**src/rtl/axis_uart_tx.sv**
```systemverilog
`default_nettype none
// ============================================================================
// Module   : axis_uart_tx
// Purpose  : AXI-Stream slave to UART transmitter (start, LSB-first data,
//            optional parity, 1 or 2 stop bits). Optional parity via macro
//            AXIS_UART_TX_PARITY_EN (adds parameter PARITY_ODD).
// Revision : 1.0 - initial release
// ============================================================================

package axis_uart_pkg_prm;
  localparam int AXI_DATA_WIDTH = 8;
endpackage

module axis_uart_tx #(
  parameter int CLK_FREQ  = 50_000_000,
  parameter int BAUD_RATE = 115_200,
  parameter int STOP_BITS = 1
`ifdef AXIS_UART_TX_PARITY_EN
  ,
  parameter int PARITY_ODD = 0
`endif
) (
  input  logic                                        aclk,
  input  logic                                        areset,
  input  logic [axis_uart_pkg_prm::AXI_DATA_WIDTH-1:0] s_axis_tdata,
  input  logic                                        s_axis_tvalid,
  output logic                                        s_axis_tready,
  output logic                                        uart_tx,
  output logic                                        tx_busy
);

  localparam int DW           = axis_uart_pkg_prm::AXI_DATA_WIDTH;
  localparam int CLKS_PER_BIT = CLK_FREQ / BAUD_RATE;
  localparam int CNT_W        = (CLKS_PER_BIT > 2) ? $clog2(CLKS_PER_BIT) : 1;
  localparam int IDX_MAX      = (DW > 2) ? DW : 2;
  localparam int IDX_W        = $clog2(IDX_MAX);

  generate
    if ((STOP_BITS != 1) && (STOP_BITS != 2)) begin : g_bad_stop_bits
      $error("axis_uart_tx: STOP_BITS must be 1 or 2");
    end
    if (CLKS_PER_BIT < 2) begin : g_bad_clks_per_bit
      $error("axis_uart_tx: CLK_FREQ/BAUD_RATE must be at least 2");
    end
  endgenerate

  typedef enum logic [2:0] {
    S_IDLE   = 3'd0,
    S_START  = 3'd1,
    S_DATA   = 3'd2,
`ifdef AXIS_UART_TX_PARITY_EN
    S_PARITY = 3'd4,
`endif
    S_STOP   = 3'd3
  } state_t;

  state_t            r_state;
  state_t            w_state_nxt;
  logic [CNT_W-1:0]  r_cnt;
  logic [CNT_W-1:0]  w_cnt_nxt;
  logic [IDX_W-1:0]  r_idx;
  logic [IDX_W-1:0]  w_idx_nxt;
  logic [DW-1:0]     r_shift;
  logic [DW-1:0]     w_shift_nxt;
  logic              r_tx;
  logic              w_tx_nxt;
  logic              r_busy;
  logic              w_bit_end;
  logic              w_accept;
`ifdef AXIS_UART_TX_PARITY_EN
  logic              r_par;
  logic              w_par_nxt;
`endif

  assign s_axis_tready = (r_state == S_IDLE) && !areset;
  assign uart_tx       = r_tx;
  assign tx_busy       = r_busy;

  assign w_bit_end = (r_cnt == CNT_W'(CLKS_PER_BIT - 1));
  assign w_accept  = s_axis_tvalid && s_axis_tready;

  always_comb begin
    w_state_nxt = r_state;
    w_cnt_nxt   = w_bit_end ? '0 : r_cnt + 1'b1;
    w_idx_nxt   = r_idx;
    w_shift_nxt = r_shift;
`ifdef AXIS_UART_TX_PARITY_EN
    w_par_nxt   = r_par;
`endif

    case (r_state)
      S_IDLE: begin
        // Counter is held at zero so START lasts exactly one full bit period.
        w_cnt_nxt = '0;
        w_idx_nxt = '0;
        if (w_accept) begin
          w_state_nxt = S_START;
          w_shift_nxt = s_axis_tdata;
`ifdef AXIS_UART_TX_PARITY_EN
          w_par_nxt   = (^s_axis_tdata) ^ PARITY_ODD[0];
`endif
        end
      end
      S_START: begin
        if (w_bit_end) begin
          w_state_nxt = S_DATA;
        end
      end
      S_DATA: begin
        if (w_bit_end) begin
          w_shift_nxt = r_shift >> 1;
          if (r_idx == IDX_W'(DW - 1)) begin
            w_idx_nxt = '0;
`ifdef AXIS_UART_TX_PARITY_EN
            w_state_nxt = S_PARITY;
`else
            w_state_nxt = S_STOP;
`endif
          end else begin
            w_idx_nxt = r_idx + 1'b1;
          end
        end
      end
`ifdef AXIS_UART_TX_PARITY_EN
      S_PARITY: begin
        if (w_bit_end) begin
          w_state_nxt = S_STOP;
        end
      end
`endif
      S_STOP: begin
        // The bit index is reused to count stop bits.
        if (w_bit_end) begin
          if (r_idx == IDX_W'(STOP_BITS - 1)) begin
            w_idx_nxt   = '0;
            w_state_nxt = S_IDLE;
          end else begin
            w_idx_nxt = r_idx + 1'b1;
          end
        end
      end
      default: begin
        w_state_nxt = S_IDLE;
        w_cnt_nxt   = '0;
        w_idx_nxt   = '0;
      end
    endcase

    // Line level follows the next state so the flop output lines up with it.
    case (w_state_nxt)
      S_START:  w_tx_nxt = 1'b0;
      S_DATA:   w_tx_nxt = w_shift_nxt[0];
`ifdef AXIS_UART_TX_PARITY_EN
      S_PARITY: w_tx_nxt = w_par_nxt;
`endif
      default:  w_tx_nxt = 1'b1;
    endcase
  end

  always_ff @(posedge aclk) begin
    if (areset) begin
      r_state <= S_IDLE;
      r_cnt   <= '0;
      r_idx   <= '0;
      r_shift <= '0;
      r_tx    <= 1'b1;
      r_busy  <= 1'b0;
`ifdef AXIS_UART_TX_PARITY_EN
      r_par   <= 1'b0;
`endif
    end else begin
      r_state <= w_state_nxt;
      r_cnt   <= w_cnt_nxt;
      r_idx   <= w_idx_nxt;
      r_shift <= w_shift_nxt;
      r_tx    <= w_tx_nxt;
      r_busy  <= (w_state_nxt != S_IDLE);
`ifdef AXIS_UART_TX_PARITY_EN
      r_par   <= w_par_nxt;
`endif
    end
  end

endmodule

`default_nettype wire

```
**config.mk**
```make
export PLATFORM = sky130hd
export DESIGN_NAME = axis_uart_tx
export DESIGN_NICKNAME = d
export VERILOG_FILES = /design/src/rtl/axis_uart_tx.sv
export SDC_FILE = /design/constraint.sdc
export NUM_CORES = 1
export LEC_CHECK = 0
export ABC_AREA = 0
export CORE_AREA = 2 2 66 52
export DETAILED_ROUTE_END_ITERATION = 8
export DIE_AREA = 0 0 68 54
export PLACE_DENSITY = 0.6
export SYNTH_ARGS = -nofsm -noshare
export SYNTH_HDL_FRONTEND = slang
export SYNTH_SLANG_ARGS = --single-unit
```
**constraint.sdc**
```tcl
create_clock -name aclk -period 1.9 [get_ports aclk]
set_input_delay 0.475 -clock aclk [delete_from_list [all_inputs] [get_ports aclk]]
set_output_delay 0.475 -clock aclk [all_outputs]
set_load 0.02 [all_outputs]
```
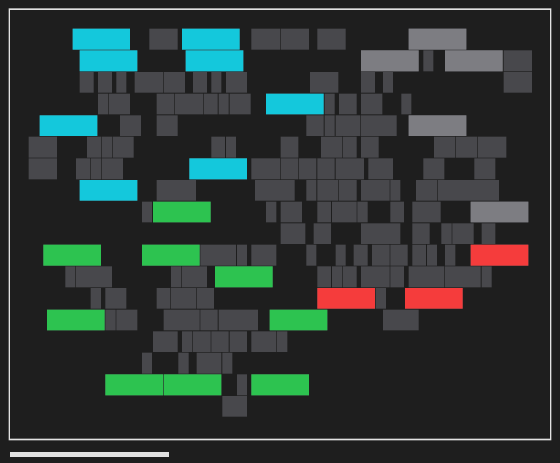
(images/ff_map.png)
The bar under the picture is 20 um long. Other sequential cells in the stronger grey, the rest of the logic in the fainter grey.
[`r_cnt`] green | sequential cells: 9
[`r_shift`] cyan | sequential cells: 8
[`r_idx`] red | sequential cells: 3

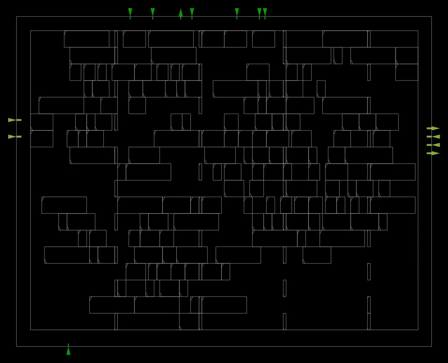
(images/placed.png)
final core occ: 47.3%
num sequential: 25
core footprint: 3110 um2
flop share of the area: 34.1%

-- cells by family after synthesis --
group                    count (synthesis)
AND-OR/OR-AND                           29
flip-flops                              25
adder cells (fa/ha/maj)                  5
other                                    1
XOR/XNOR                                 7
buffers and inverters                   13
multiplexers                             1
AND/OR/NAND/NOR                         58
-- metrics by stage --
step | total power, mW | TNS (ns) | setup slack, ns
CTS | 0.953 | 0 | 0.0876
finish | 0.934 | 0 | 0.101
global placement | 0.630 | -0.725 | -0.304
floorplan | 0.591 | 0 | 0.108
global route | 0.988 | 0 | 0.00911
detailed placement | 0.631 | -1.10 | -0.346
-- layout make-up --
class / instances / area, um2
clock buffers: 3 / 41.3
clock inverters: 1 / 5.00
fillers: 294 / 1640
inverters: 5 / 18.8
multi-input cells: 101 / 661
flip-flops and latches: 25 / 500
well taps: 40 / 50.0
repair buffers: 22 / 193
-- per-layer routing --
metal  vias to the layer above  part of all wire (%)  wire (um)  global-route usage, %
met4                         0                   1.1         27                   6.33
met2                        26                    43       1060                   23.9
li1                        527                     -          -                      -
met1                       469                    51       1270                   21.2
met5                         -                     0          0                      0
met3                         2                   5.0        123                   4.81
-- power by group through the flow --
stage               logic (mW)  registers (mW)  clock network, mW
floorplan               0.0405           0.551                  0
global placement        0.0795           0.551                  0
detailed placement      0.0802           0.551                  0
CTS                     0.0796           0.539              0.334
global route            0.0876           0.541              0.360
finish                  0.0801           0.539              0.315
-- worst register-to-register path, stage by stage (launching register included) --
cell and delay (ns):
dfxtp_1 0.34, inv_1 0.04, ha_1 0.17, and4bb_1 0.25
and2_4 0.19, a311o_1 0.37, nor3b_2 0.19, a31oi_1 0.11
-- sequential cells by signal, summed over array words and instances (netlist names) --
signal   flops
uart_tx      1
r_cnt        9
tx_busy      1
r_idx        3
r_state      3
r_shift      8
==> job_summary.md <==
### Yosys + OpenROAD results

| Metric | Value |
|---|---|
| Status | `finished clean` |
| DR DRC count | `0` |
| Maxcap violations | `0` |
| Late-Pin Clk Latency | `~0.27 ns` |
| Most frequent cells after synthesis | `dfxtp_1, nor2_1, nand2_1, a21oi_1, nand4_1` |
| Mean post-synth cell area | `just under 9 um2` |
| First DRT Iteration DRCs | `around 54` |
| Top logic family | `simple AND/OR/NAND/NOR gates` |
| Layout cells sized above 1 | `a little over an eighth` |
| Worst-path clk slew | `roughly 0.090 ns` |
| Clock tree buffer depth | `2` |
| Post-synthesis sequential area ratio | `between 40% and 50%` |
| Mux area share | `less than 1%` |
| Max incr delay on CP | `about 0.46 ns` |
| Number of buffers created by CTS | `3` |
| Nets at Floorplan | `around 160` |
| Setup slack, reg-to-reg | `0.13 ns` |
| Fin crit period | `1.80 ns` |
| Int Pwr | `722 uW` |
| Final Cell Area | `around 1500 um2` |
| Most frequent cell after synthesis | `dfxtp_1` |
| Mapped Area | `approximately 1200 um2` |
| Dominant Register Cell | `dfxtp_1` |
| # diodes | `0` |
| CTS sink count | `25` |
| Synth Instances | `between 100 and 150` |
| RR Startpoint | `r_cnt[1]` |
| # Cells Yosys | `approximately 140` |
| Ys Warns | `0` |
| Synth Area in XOR/XNOR | `between 5 and 6%` |
| Crit path DAT | `1.32 ns` |
| Final GP Congestion | `~0.84` |
| Power density over the cells | `around 640 nW/um2` |
| Basic Gates by Area | `26.9%` |
| Slowest CP cell | `clkdlybuf4s50_1` |
| Row count | `18` |
| Die height | `~54 um` |
| Remaining antenna violation count after routing | `0` |
| Grt ovf | `0` |
| Drt pass-1 iters | `4` |
| Post-Layout Cell Count | `197` |
| Yosys synthesis chip area | `roughly 1200 um2` |
Power is estimated from default activity; no workload was simulated.
